==> src/rtl/multicycle_ctrl.sv <==
// Main control FSM for the multicycle RV32I core: sequences the shared ALU, PC, IR,
// register file and unified memory port for R-type, LW, SW and BEQ.
module multicycle_ctrl #(
  parameter int unsigned RETIRE_W    = 32,
  parameter int unsigned MEM_TIMEOUT = 255
) (
  input  logic                clk,
  input  logic                rst_n,
  input  logic                run,
  input  logic [6:0]          opcode,
  input  logic [2:0]          funct3,
  input  logic                zero,
  input  logic                mem_ready,
  output logic                mem_req,
  output logic                mem_we,
  output logic                iord,
  output logic                ir_write,
  output logic                pc_write,
  output logic [1:0]          pc_src,
  output logic                alu_src_a,
  output logic [1:0]          alu_src_b,
  output logic [1:0]          alu_op,
  output logic                reg_write,
  output logic                mem_to_reg,
  output logic                busy,
  output logic                trap,
  output logic [RETIRE_W-1:0] retired
);

  typedef enum logic [3:0] {
    S_IDLE,
    S_FETCH,
    S_DECODE,
    S_EXEC_R,
    S_WB_ALU,
    S_MEM_ADDR,
    S_MEM_RD,
    S_WB_MEM,
    S_MEM_WR,
    S_BRANCH,
    S_TRAP
  } state_t;

  typedef struct packed {
    logic       mem_req;
    logic       mem_we;
    logic       iord;
    logic       alu_src_a;
    logic [1:0] alu_src_b;
    logic [1:0] alu_op;
    logic       reg_write;
    logic       mem_to_reg;
    logic       busy;
    logic       trap;
  } ctrl_t;

  localparam logic [6:0] OP_RTYPE  = 7'b0110011;
  localparam logic [6:0] OP_LOAD   = 7'b0000011;
  localparam logic [6:0] OP_STORE  = 7'b0100011;
  localparam logic [6:0] OP_BRANCH = 7'b1100011;

  localparam int unsigned CNT_W = (MEM_TIMEOUT > 0) ? $clog2(MEM_TIMEOUT + 1) : 1;
  localparam logic [CNT_W-1:0] CNT_MAX = CNT_W'(MEM_TIMEOUT);

  state_t            state;
  state_t            next_state;
  ctrl_t             ctrl_q;
  logic [CNT_W-1:0]  wait_cnt;
  logic              retire;
  logic              timeout_hit;

  function automatic ctrl_t decode(input state_t s);
    ctrl_t c;
    c = '0;
    c.busy = (s != S_IDLE) && (s != S_TRAP);
    case (s)
      S_FETCH: begin
        c.mem_req   = 1'b1;
        c.alu_src_b = 2'b01;
      end
      S_DECODE: begin
        c.alu_src_b = 2'b10;
      end
      S_EXEC_R: begin
        c.alu_src_a = 1'b1;
        c.alu_op    = 2'b10;
      end
      S_WB_ALU: begin
        c.reg_write = 1'b1;
      end
      S_MEM_ADDR: begin
        c.alu_src_a = 1'b1;
        c.alu_src_b = 2'b10;
      end
      S_MEM_RD: begin
        c.mem_req = 1'b1;
        c.iord    = 1'b1;
      end
      S_WB_MEM: begin
        c.reg_write  = 1'b1;
        c.mem_to_reg = 1'b1;
      end
      S_MEM_WR: begin
        c.mem_req = 1'b1;
        c.mem_we  = 1'b1;
        c.iord    = 1'b1;
      end
      S_BRANCH: begin
        c.alu_src_a = 1'b1;
        c.alu_op    = 2'b01;
      end
      S_TRAP: begin
        c.trap = 1'b1;
      end
      default: c = '0;
    endcase
    return c;
  endfunction

  // mem_ready arriving in the same cycle the counter hits its limit wins over the trap
  always_comb begin
    timeout_hit = (MEM_TIMEOUT != 0) && (wait_cnt == CNT_MAX) && !mem_ready;
  end

  always_comb begin
    next_state = state;
    retire     = 1'b0;
    case (state)
      S_IDLE:     if (run) next_state = S_FETCH;
      S_FETCH: begin
        if (mem_ready)        next_state = S_DECODE;
        else if (timeout_hit) next_state = S_TRAP;
      end
      S_DECODE: begin
        if (opcode == OP_RTYPE)
          next_state = S_EXEC_R;
        else if (opcode == OP_LOAD || opcode == OP_STORE)
          next_state = S_MEM_ADDR;
        else if (opcode == OP_BRANCH && funct3 == 3'b000)
          next_state = S_BRANCH;
        else
          next_state = S_TRAP;
      end
      S_EXEC_R:   next_state = S_WB_ALU;
      S_MEM_ADDR: next_state = (opcode == OP_LOAD) ? S_MEM_RD : S_MEM_WR;
      S_MEM_RD: begin
        if (mem_ready)        next_state = S_WB_MEM;
        else if (timeout_hit) next_state = S_TRAP;
      end
      S_MEM_WR: begin
        if (mem_ready) begin
          retire     = 1'b1;
          next_state = run ? S_FETCH : S_IDLE;
        end else if (timeout_hit) begin
          next_state = S_TRAP;
        end
      end
      S_WB_ALU, S_WB_MEM, S_BRANCH: begin
        retire     = 1'b1;
        next_state = run ? S_FETCH : S_IDLE;
      end
      S_TRAP:     next_state = S_TRAP;
      default:    next_state = S_IDLE;
    endcase
  end

  // Moore outputs are registered from the next-state decode so they line up with state
  always_ff @(posedge clk) begin
    if (!rst_n) begin
      state    <= S_IDLE;
      ctrl_q   <= '0;
      wait_cnt <= '0;
      retired  <= '0;
    end else begin
      state  <= next_state;
      ctrl_q <= decode(next_state);
      if (next_state != state)
        wait_cnt <= '0;
      else if ((MEM_TIMEOUT != 0) && ctrl_q.mem_req && !mem_ready)
        wait_cnt <= wait_cnt + 1'b1;
      if (retire)
        retired <= retired + 1'b1;
    end
  end

  always_comb begin
    mem_req    = ctrl_q.mem_req;
    mem_we     = ctrl_q.mem_we;
    iord       = ctrl_q.iord;
    alu_src_a  = ctrl_q.alu_src_a;
    alu_src_b  = ctrl_q.alu_src_b;
    alu_op     = ctrl_q.alu_op;
    reg_write  = ctrl_q.reg_write;
    mem_to_reg = ctrl_q.mem_to_reg;
    busy       = ctrl_q.busy;
    trap       = ctrl_q.trap;
    ir_write   = (state == S_FETCH) && mem_ready;
    pc_write   = ((state == S_FETCH) && mem_ready) || ((state == S_BRANCH) && zero);
    pc_src     = {1'b0, (state == S_BRANCH) && zero};
  end

endmodule
==> config.mk <==
export PLATFORM = sky130hd
export DESIGN_NAME = multicycle_ctrl
export DESIGN_NICKNAME = d
export VERILOG_FILES = /design/src/rtl/multicycle_ctrl.sv
export SDC_FILE = /design/constraint.sdc
export NUM_CORES = 1
export LEC_CHECK = 0
export ABC_AREA = 1
export CAP_MARGIN = 20
export CORE_MARGIN = 5
export CORE_UTILIZATION = 45
export CTS_BUF_LIST = sky130_fd_sc_hd__clkbuf_8
export DETAILED_ROUTE_END_ITERATION = 6
export PLACE_DENSITY = 0.69
export SLEW_MARGIN = 20
export SYNTH_ARGS = -nofsm -noshare
export SYNTH_HDL_FRONTEND = slang
export SYNTH_SLANG_ARGS = --single-unit
==> constraint.sdc <==
create_clock -name clk -period 2.04 [get_ports clk]
set_input_delay 0.51 -clock clk [delete_from_list [all_inputs] [get_ports clk]]
set_output_delay 0.51 -clock clk [all_outputs]
set_load 0.02 [all_outputs]
Figure 1. Signal wires on met1 (run 1).
Bar = 20 µm. Cells faint in the background.
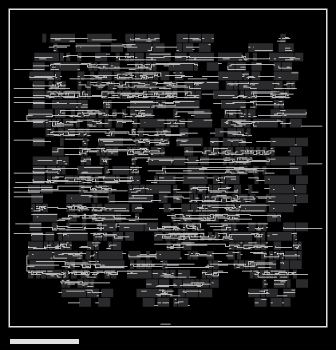
- longest straight run: 20.5 µm
- share of all routed wire: 45%
- wire length on this layer: 3,470 µm
grt met1 use: 22.5%
Via Count: 3,091
Post-Route WL: 7650 µm

Figure 2. Signal wires on met2 (run 1).
Cells faint in the background.
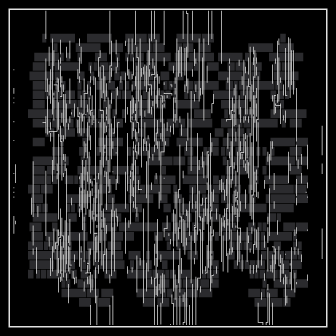
- wire length on this layer: 3,840 µm
- nets with wire on the layer: 469
- share of all routed wire: 50%
- longest straight run: 41.1 µm
- main direction: vertical
GRT met2 Usage: 33.4%

==> qor.csv, run 1 <==
metric,value,unit
outcome,"finished, final reports clean",
Critical Path RT,1.53,ns
Stages on worst setup path,4,
dpl hpwl,6090,µm
WP data arrival,1.47,ns
Syn Std Cell Area,0.00296,mm²
clock root buffer,clkbuf_8,
initial antenna violation count,0,
largest cells by area after synthesis,"dfxtp_1, nand2_1, nor2_1",
worst reg2reg path endpoint,retired[22],
Avg Inst Size Synth,6.62,µm²
row cnt,29,
Floorplan Nets,464,
top cells by instance count after synthesis,"nand2_1, nor2_1, dfxtp_1",
#FFs+latches synth,56,
Post-DP Area,0.00392,mm²
final cell area excluding filler cells,0.00410,mm²
H-tree levels,2,
maximum fanout along the worst path,2,
Max-Cap Viols,0,
CTS tree,done,
area fraction in xor and xnor cells,5.03,%
"mux frac, synth",0,%
Max VDD drop,0.000376,V
"FFs w/ async S/R, synth",0,%
most frequent cell after synthesis,nand2_1,
Comb pwr share,18.4,%
total die area,0.00829,mm²
Longest Clk Path Bufs,2,
CP max stage cell,clkdlybuf4s50_1,
number of global-route vias before repair,2913,
cts hold-fix bufs,0,
grt ovf,0,
PortBufs,61,
synthesized netlist cell count,447,
area reported by Yosys stat,0.00296,mm²
Die W,91.1,µm
RSZ-0062 raised after global routing,yes,
# setup viols final,0,
top cell type's share of synthesized area,37.9,%
Synth Seq Share,37.9,%
Post-synth EDFFs,0,
fp util,46.3,%
"Adder Share, Synth",0.846,%
Antenna Cells,0,
Yosys top cell by area,dfxtp_1,
Worst-path clk slew,0.11,ns
Synth logic family,simple AND/OR/NAND/NOR gates,
Sink Count,56,
DRC,0,
Simple-Gate Area Share,40.3,%
clock network power share,29.0,%
largest net degree at the start of global routing,19,
Leakage,1.77,nW
Synth Flop Type,dfxtp_1,
Buf/Inv on CP,3,
"Cell Count, Final, Fillers Out",626,
Top power group,registers,
# nets final,565,
setup TNS,0,ns
Worst setup SP type,input port,
Detailed Route Iter0 Violations,120,
tool warnings,28,
HP Class,reg2reg,
PwrDens,525,mW/mm²
Setup crit end,ir_write,
fin crit share,96.9,%
total track usage,18.4,%
final hold violations,0,
Via density,4.94,
core area,0.00639,mm²
# IOs,63,
Hold EP,retired[6],
Post-Synth AOI/OAI Area,7.91,%
Max Freq,0.506,GHz
share of cells above drive strength 1,17.5,%
worst r2r src,retired[0],
YS warnings,0,
NetSw,0.610,mW
Cell Type Count,31,
"slowest stage delay, CP",0.49,ns
Cells after DPL,616,
hold path depth,2,
FF-to-FF path depth,10,
Figure 3. M3 wires (run 1).
Bar = 20 µm. Cells faint in the background.
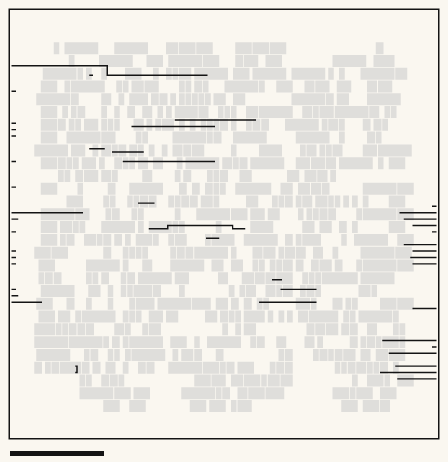
- share of all routed wire: 3.7%
- wire length on this layer: 285 µm
- nets with wire on the layer: 42
- longest straight run: 21.2 µm
met3 usage: 3.39%

Figure 4. Sequential cells colored by netlist name (run 1).
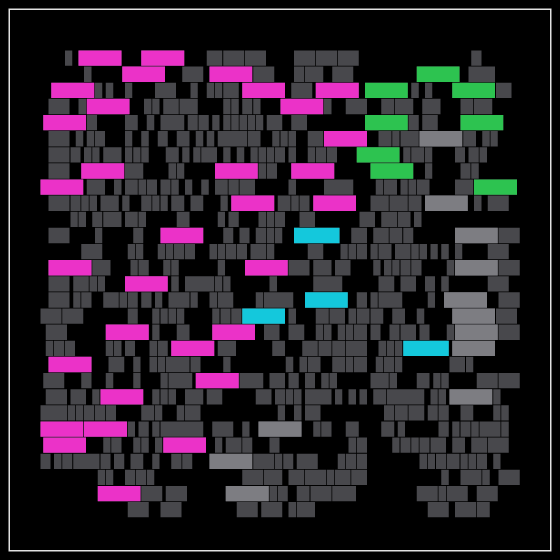
- magenta: retired (sequential cells 32)
- cyan: state (sequential cells 4; where center)
- green: wait_cnt (sequential cells 8; where upper right)
Power Sequential: 1.13 mW
sequential share of cell area: 27.4%
Reg area: 0.00112 mm²
Final Util: 64.2%

run 1: through the flow:
| stage | power, mW | hold slack, ns | setup slack [ns] |
|---|---|---|---|
| 5_1_grt | 2.26 | 0.505 | -0.0284 |
| 3_5_place_dp | 1.51 | 0.473 | -0.402 |
| 4_1_cts | 2.14 | 0.490 | -0.0912 |
| 6_report | 2.15 | 0.485 | 0.0637 |
| 3_3_place_gp | 1.51 | 0.466 | -0.376 |
| 2_1_floorplan | 1.34 | 0.494 | 0.193 |
run 1: layout by cell type (no fill, tap or decap), types with 2 or more instances in the layout:
master           netlist  routed
a21oi_1               26      25
buf_4                  1      38
clkbuf_8               0       5
clkdlybuf4s50_1        0      57
clkinv_1               2       2
dfxtp_1               56      54
dfxtp_2                0       2
dlygate4sd2_1          0       2
ha_1                   2       2
inv_1                 50      49
inv_2                  3       4
nand2_1              103      98
nand2_2                4       8
nand2_4                3       4
nand3_1               37      37
nand3_2                3       2
nand4_1               13      13
nor2_1                81      62
nor2_2                 4      23
nor3_1                12      12
nor3b_1                2       2
o21a_1                 2       2
o21ai_0               14      13
xnor2_1                6       6
xor2_1                11      11
run 1: layout make-up:
type	instances	area (µm²)
Timing Repair Buffer	100	902
Clock inverter	3	21.3
Tap cell	77	96.3
Clock buffer	5	68.8
Fill cell	615	2290
Inverter	55	206
Sequential cell	56	1120
Multi-Input combinational cell	330	1680
run 1: metal layers:
layer / part of all wire [%] / track usage (%) / wire length, µm / vias to the layer above
met5: 0 / 0 / 0 / -
met4: 0.65 / 3.79 / 50 / 0
met3: 3.7 / 3.39 / 285 / 4
met2: 50 / 33.4 / 3840 / 56
met1: 45 / 22.5 / 3470 / 1412
li1: - / - / - / 1619
run 1: worst min-delay path: stages, from the launching register on:
cell and delay (ns):
dfxtp_1 0.35, inv_1 0.05, a21oi_1 0.05
## Run 2: what changed since run 1
- CTS_BUF_LIST: sky130_fd_sc_hd__clkbuf_8 -> sky130_fd_sc_hd__clkbuf_8 sky130_fd_sc_hd__clkbuf_16
Figure 5. Sequential cells colored by netlist name (run 2).
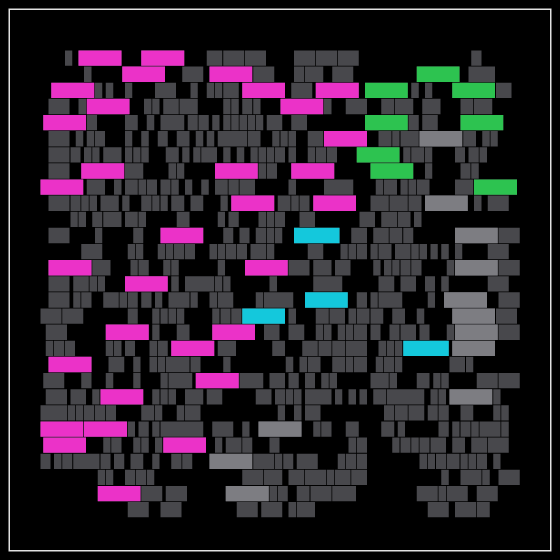
- cyan: state (sequential cells 4; where center)
- magenta: retired (sequential cells 32)
- green: wait_cnt (sequential cells 8; where upper right)

Figure 6. M3 wires (run 2).
Bar = 20 µm. Cells faint in the background.
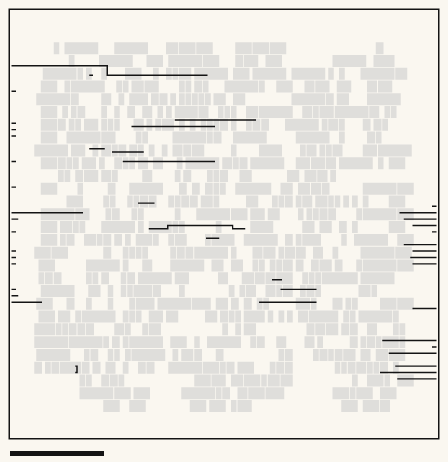
- nets with wire on the layer: 42
- share of all routed wire: 3.7%
- longest straight run: 21.2 µm
- main direction: horizontal

Figure 7. Signal wires on met1 (run 2).
Bar = 20 µm. Cells faint in the background.
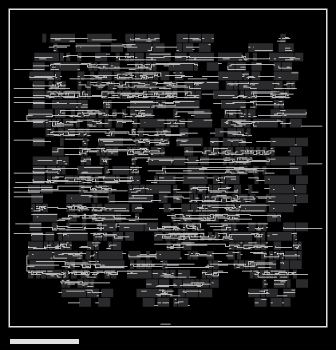
- wire length on this layer: 3,470 µm
- nets with wire on the layer: 528
- longest straight run: 20.5 µm

==> qor.csv, run 2 <==
metric,value,unit,change
Top cells excl fill/tap,"nand2_1, nor2_1, clkdlybuf4s50_1, dfxtp_1, inv_1",,
most frequent cell after synthesis,nand2_1,,
# nets final,565,,unchanged
Fillers,615,,unchanged
H-tree levels,2,,unchanged
Post-Route WL,7650,µm,unchanged
Post-synth EDFFs,0,,unchanged
grt ovf,0,,unchanged
Reg area,0.00112,mm²,unchanged
setup TNS,0,ns,unchanged
Via Count,3091,,unchanged
Longest Clk Path Bufs,2,,unchanged
final hold slack,0.485,ns,unchanged
Cell Type Count,31,,unchanged
Buf/Inv on CP,3,,unchanged
initial antenna violation count,0,,unchanged
Max Freq,0.506,GHz,unchanged
metal2 WL,3840,µm,unchanged
PwrDens,525,mW/mm²,unchanged
Final Util,64.2,%,unchanged
Worst-path clk slew,0.11,ns,about the same
maximum fanout along the worst path,2,,unchanged
Avg Inst Size Synth,6.62,µm²,unchanged
#FFs+latches synth,56,,unchanged
synthesized netlist cell count,447,,unchanged
outcome,"finished, final reports clean",,
Leakage,1.77,nW,unchanged
DRC,0,,unchanged
grt met1 use,22.5,%,unchanged
largest cells by area after synthesis,"dfxtp_1, nand2_1, nor2_1",,
Max VDD drop,0.000376,V,unchanged
top routing layer in use,met4,,
final hold violations,0,,unchanged
Detailed Route Iter0 Violations,120,,unchanged
CTS tree,done,,
Max-Cap Viols,0,,unchanged
number of global-route vias before repair,2913,,unchanged
Post-DP Area,0.00392,mm²,unchanged
clock root buffer,clkbuf_8,,
Comb area,0.00168,mm²,unchanged
area reported by Yosys stat,0.00296,mm²,unchanged
WP data arrival,1.47,ns,about the same
M1 wire length,3470,µm,unchanged
Worst setup SP type,input port,,
# IOs,63,,unchanged
Yosys top cell by area,dfxtp_1,,
metal3 WL,285,µm,unchanged
-- run 2: cell counts in the layout (fill, tap and decap cells not counted) --
Identical to the previous run, type by type.
-- run 2: final timing paths --
path | from | to | slack [ns] | depth (start not counted)
worst max-delay path | mem_ready | ir_write | 0.06 | 4
worst min-delay path | retired[6] | retired[6] | 0.48 | 2
worst max register to register | retired[0] | retired[22] | 0.22 | 10
worst min register to register | retired[6] | retired[6] | 0.48 | 2
-- run 2: logic make-up after synthesis --
family	share of synthesized area, %
and+or+nand+nor	40.3
adders and majority gates	0.846
xor gates and xnor gates	5.03
other	0.127
buffers and inverters	7.91
DFF	37.9
AOI/OAI and AO/OA	7.91
-- run 2: cell type report --
class / count / share of cell area (%)
sequential: 56 / 27.4
clock buffer: 5 / 1.68
multi-input combinational: 330 / 41.0
tap: 77 / 2.35
timing repair buffer: 100 / 22.0
inverter: 55 / 5.04
clock inverter: 3 / 0.519
-- run 2: tightest hold or removal path, stage by stage (launching register included) --
cell     delay, ns
dfxtp_1       0.35
inv_1         0.05
a21oi_1       0.05
-- run 2: power by group --
part | internal (mW) | total, mW | leakage, nW | switching [mW]
registers | 1.12 | 1.13 | 0.453 | 0.0135
clock network | 0.245 | 0.624 | 0.0445 | 0.379
logic | 0.177 | 0.395 | 1.27 | 0.218
-- run 2: timing repair --
item	in CTS	in global routing
pin swaps	0	10
endpoints found under the setup margin	3	15
resized	4	36
cloned	0	0
buffers inserted	0	2
-- run 2: metrics by stage --
stage	worst slack [ns]	std cells
2_1_floorplan	0.193	447
3_3_place_gp	-0.376	616
3_5_place_dp	-0.402	616
4_1_cts	-0.0912	624
5_1_grt	-0.0284	626
6_report	0.0637	626
## Run 3: what changed since run 2
- ABC_CLOCK_PERIOD_IN_PS: default -> 2040
Figure 8. Signal wires on met1 (run 3).
Bar = 20 µm. Cells faint in the background.
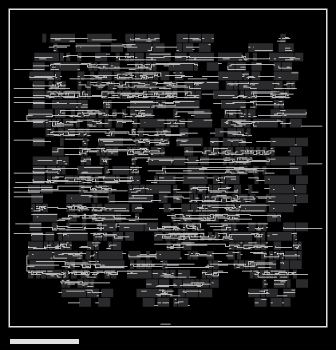
- share of all routed wire: 45%
- main direction: horizontal

Figure 9. M3 wires (run 3).
Bar = 20 µm. Cells faint in the background.
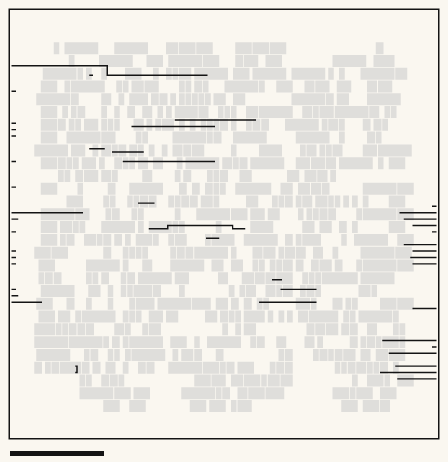
- wire length on this layer: 285 µm
- main direction: horizontal
- longest straight run: 21.2 µm

Figure 10. Signal wires on met2 (run 3).
Cells faint in the background.
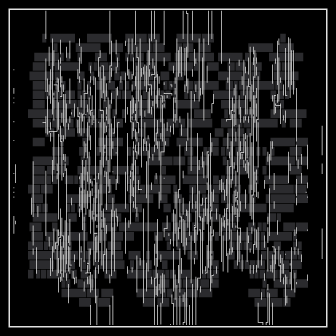
- share of all routed wire: 50%
- wire length on this layer: 3,840 µm
- longest straight run: 41.1 µm

==> qor.csv, run 3 <==
metric,value,unit,change
grt ovf,0,,unchanged
Cell Type Count,31,,unchanged
largest cells by area after synthesis,"dfxtp_1, nand2_1, nor2_1",,
CTS tree,done,,
synthesized netlist cell count,447,,unchanged
die y size,91.1,µm,
"reg-to-reg slack, setup",0.22,ns,about the same
#FFs+latches synth,56,,unchanged
H-tree levels,2,,unchanged
Simple-Gate Area Share,40.3,%,unchanged
CP endpoint kind,output port,,
Worst setup SP type,input port,,
Via Count,3091,,unchanged
final hold violations,0,,unchanged
share of cells above drive strength 1,17.5,%,
Max VDD drop,0.000376,V,unchanged
Syn Std Cell Area,0.00296,mm²,
Fillers,615,,unchanged
pre-CTS setup slack,-0.402,ns,unchanged
Synth logic family,simple AND/OR/NAND/NOR gates,,
"mux frac, synth",0,%,unchanged
clock root buffer,clkbuf_8,,
"Worst Setup Slack, final",0.0637,ns,unchanged
Leakage,1.77,nW,unchanged
Post-Synth AOI/OAI Area,7.91,%,unchanged
Floorplan Nets,464,,
Max-Cap Viols,0,,unchanged
Area Overhead vs Synth,38.5,%,
largest net degree at the start of global routing,19,,
Antenna Cells,0,,
DRC,0,,unchanged
Buf/Inv on CP,3,,unchanged
grt met1 use,22.5,%,unchanged
most frequent cell after synthesis,nand2_1,,
Worst-path clk slew,0.11,ns,about the same
# IOs,63,,unchanged
first-pass GRT wire length,13000,µm,
Detailed Route Iter0 Violations,120,,unchanged
"CP delay by family, top",buffers and inverters,,
Reg area,0.00112,mm²,unchanged
Longest Clk Path Bufs,2,,unchanged
CTS buffer count,5,,
total die area,0.00829,mm²,
Post-synth EDFFs,0,,unchanged
top cell type's share of synthesized area,37.9,%,
area reported by Yosys stat,0.00296,mm²,unchanged
Yosys top cell by area,dfxtp_1,,
Most Crowded Layer GR,met2,,
"Cell Count, Final, Fillers Out",626,,unchanged
WP data arrival,1.47,ns,about the same
fin crit share,96.9,%,
area fraction in xor and xnor cells,5.03,%,unchanged
"Adder Share, Synth",0.846,%,unchanged
PwrDens,525,mW/mm²,unchanged
Setup Skew,0.0146,ns,
CP max stage cell,clkdlybuf4s50_1,,
maximum fanout along the worst path,2,,unchanged
Slew Limit Fails,0,,
"FFs w/ async S/R, synth",0,%,
Cells after DPL,616,,unchanged
# nets final,565,,unchanged
number of global-route vias before repair,2913,,unchanged
initial antenna violation count,0,,unchanged
Top cells excl fill/tap,"nand2_1, nor2_1, clkdlybuf4s50_1, dfxtp_1, inv_1",,
Post-Route WL,7650,µm,unchanged
Comb area,0.00168,mm²,unchanged
tool warnings,28,,
ys cells,447,,
Avg Inst Size Synth,6.62,µm²,unchanged
Max Freq,0.506,GHz,unchanged
GRT met2 Usage,33.4,%,
outcome,"finished, final reports clean",,
==> run 3: logic make-up after synthesis <==
group	after synthesis
simple gates	266
buf+inv	61
flops	56
compound gates	44
xor+xnor	17
fa+ha+maj	2
other cells	1
==> run 3: per-stage QoR <==
stage / hold WS [ns] / instance area [µm²] / power (mW) / util [%] / setup TNS, ns
after floorplan: 0.494 / 2960 / 1.34 / - / 0
after global placement: 0.466 / 3920 / 1.51 / 61.3 / -4.75
after detailed placement: 0.473 / 3920 / 1.51 / 61.3 / -5.32
after CTS: 0.490 / 4000 / 2.14 / 62.7 / -0.0912
after global routing: 0.505 / 4100 / 2.26 / 64.2 / -0.165
final: 0.485 / 4100 / 2.15 / 64.2 / 0
==> run 3: area by class of cell <==
cell class,instances,share of cell area (%)
Tap cell,77,2.35
Clock buffer,5,1.68
Inverter,55,5.04
Sequential cell,56,27.4
Timing Repair Buffer,100,22.0
Multi-Input combinational cell,330,41.0
Clock inverter,3,0.519
==> run 3: worst paths after layout <==
check	startpoint	to	cells after the start
worst max-delay path	mem_ready	ir_write	4
worst min-delay path	retired[6]	retired[6]	2
worst max register to register	retired[0]	retired[22]	10
worst min register to register	retired[6]	retired[6]	2
==> run 3: tightest hold or removal path, stage by stage, from the launching register on <==
cell and delay (ns):
dfxtp_1 0.35, inv_1 0.05, a21oi_1 0.05
==> run 3: what timing repair did <==
| item | 4_1_cts | 5_1_grt |
|---|---|---|
| pin swaps | 0 | 10 |
| resized | 4 | 36 |
| setup endpoints to repair | 3 | 15 |
| setup buffers | 0 | 2 |
==> run 3: report_power, final <==
group	switching (mW)	internal (mW)
registers	0.0135	1.12
logic	0.218	0.177
clock network	0.379	0.245
==> run 3: routing by layer <==
metal	wire [µm]	vias up
met5	0	-
met4	50	0
met1	3470	1412
met3	285	4
met2	3840	56
li1	-	1619
Power is estimated from default activity; no workload was simulated.
